Design axi_lite_arbiter_flat, sky130hd; sources not shown.
PDN straps and rails:
Scale bar: 20 um. Pins as bars on the die edge.
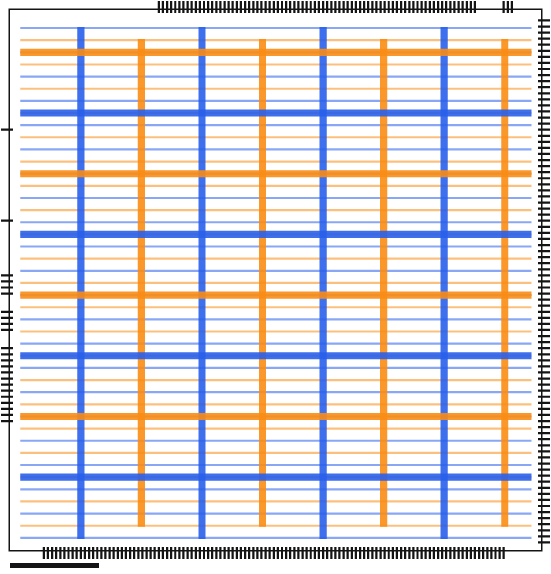
VDD -> orange
VSS -> blue
rows = 42
met1 rails = 43
met5 straps = 8
Die Y: 121 um
chip width: 119 um

Placement by cell class:
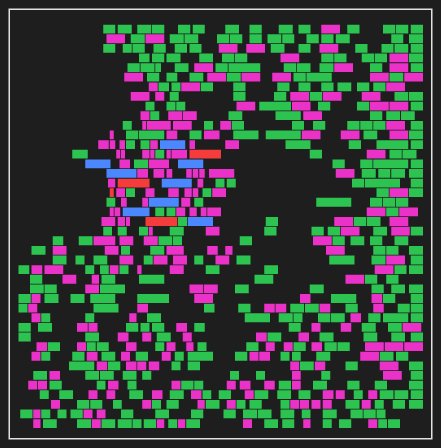
clock drivers and dummy loads -> red  # cells 4, share of their area 1.3%
remaining buffers and delay cells -> green  # cells 358, share of their area 62%
registers -> blue  # cells 8, share of their area 2.8%
remaining logic cells -> magenta  # cells 210, share of their area 34%
num rows: 42
placeable core region: 13100 um^2

Clock distribution:
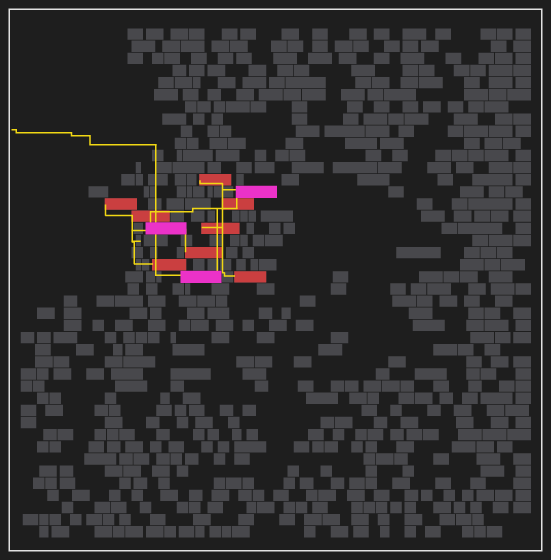
clock wires -> yellow  # length 197 um
flip-flops -> red  # count 8
clock-net drivers -> magenta  # count 3
routed clock nets = 4
power in the clock group: 412 uW
part of the total power dissipated in the clock network: 0.134
Late-Pin Clk Latency: 0.23 ns
final setup skew: 0.00187 ns

Metal layers overlaid:
Scale bar: 20 um.
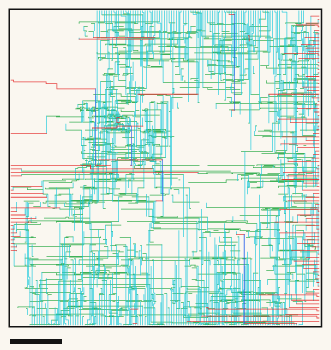
M4 -> blue  # wire length 131 um
M3 -> red  # wire length 1070 um
M1 -> green  # wire length 5100 um
M2 -> cyan  # wire length 7440 um
Overall Global Routing Usage: 0.173
vias: 3102
final WL: 13700 um

==> results.txt <==
Results of the full flow below.

Setup path:
- The run gives the data arrival time at the worst-slack endpoint as 1.50 ns.
- The report shows a maximum critical-path fanout of 5.
- The critical path crosses 4 cells after its start point.
- The run puts the number of buffer and inverter instances along the worst setup path at 1.
- In this run the critical path is formed by or3b_4 -> nor2_4 -> and3_1 -> buf_6.
- The run gives the category of cells accounting for the largest share of critical-path delay as simple AND/OR/NAND/NOR gates.

Final layout:
- The run puts the count of plain and timing-repair buffers at 358.
- The final design was reported to hold multi-input combinational gates totalling 206.
- The run puts the count of inverters other than clock inverters in the layout at 4.
- Per the final report, the share of cell area in non-clock buffers is 0.598.
- The multi-input combinational cells in the finished layout cover a total of 2070 um^2.
- The run puts the register area at 173 um^2.

Pwr:
- The run puts the leakage power of the design at 0.00290 uW.
- Of the total power, the share spent switching nets is 0.384.
- Power attributed to combinational cells is 2400 uW.
- The run gives the cell internal power dissipation as 1900 uW.
- The run gives the power share of the sequential group as 0.087.
- The run gives the power consumption as 3080 uW.

Global routing:
- Entering global routing, the biggest net connects 37 pins.
- The global router reports that the layer with the highest usage is met2.

Logic synthesis:
- The synthesis stats list as the most numerous cell sky130_fd_sc_hd__and2_1.
- In the synthesized netlist, the dominant kind of combinational cell is simple AND/OR/NAND/NOR gates.
- The run gives the number of synthesized register bits as 8.
- In this run, synthesis inferred 0 flip-flops with an integrated enable.
- The run puts the proportion of register bits with asynchronous set or reset after synthesis at 0.
- The run gives the mean cell area of the mapped netlist as 7.78 um^2.
- The cell-mix breakdown from Yosys lists the compound-gate area share as 0.113.
- The synthesis report lists the Yosys warning total as 6.
- The run gives the sequential cell area fraction in the yosys report as 0.0884.
- The run gives the distinct cell type count of the synthesized netlist as 34.
- The run gives the total cells reported by yosys after synthesis as roughly 230.

Timing:
- On the final layout, the worst hold slack is 0.513 ns.
- The run puts the final worst-path setup slack at -0.225 ns.
- The run puts the maximum clock rate at ~0.52 GHz.
- The run puts the post-route setup TNS at -19.79 ns.
- For this run, the final setup violation count is recorded as ~140.

CTS:
- The run puts the count of hold-fix buffers inserted at cts at 0.
- TritonCTS built the clock tree.
- The run puts the total clock buffers created by CTS at 3.
- The cell sitting at the root of the clock tree is a sky130_fd_sc_hd__clkbuf_16.
- The run puts the H-tree depth at 1.

Route:
- The run puts the wire length per cell at between 15 and 20 um.
- The run gives the sum of routed wire segments on met1 as just over 5000 um.
- The run puts the violation count after the first detailed-route iteration at 79.

Placement:
- The run puts the instance count after placement with tap cells included at 733.
- Summed over all nets, the half-perimeter wirelength after detailed placement is around 11000 um.

Run status:
- The flow ran to the end, but the final reports show violations.
- The final reports fail on setup timing.
Power and IR drop assume default switching activity.
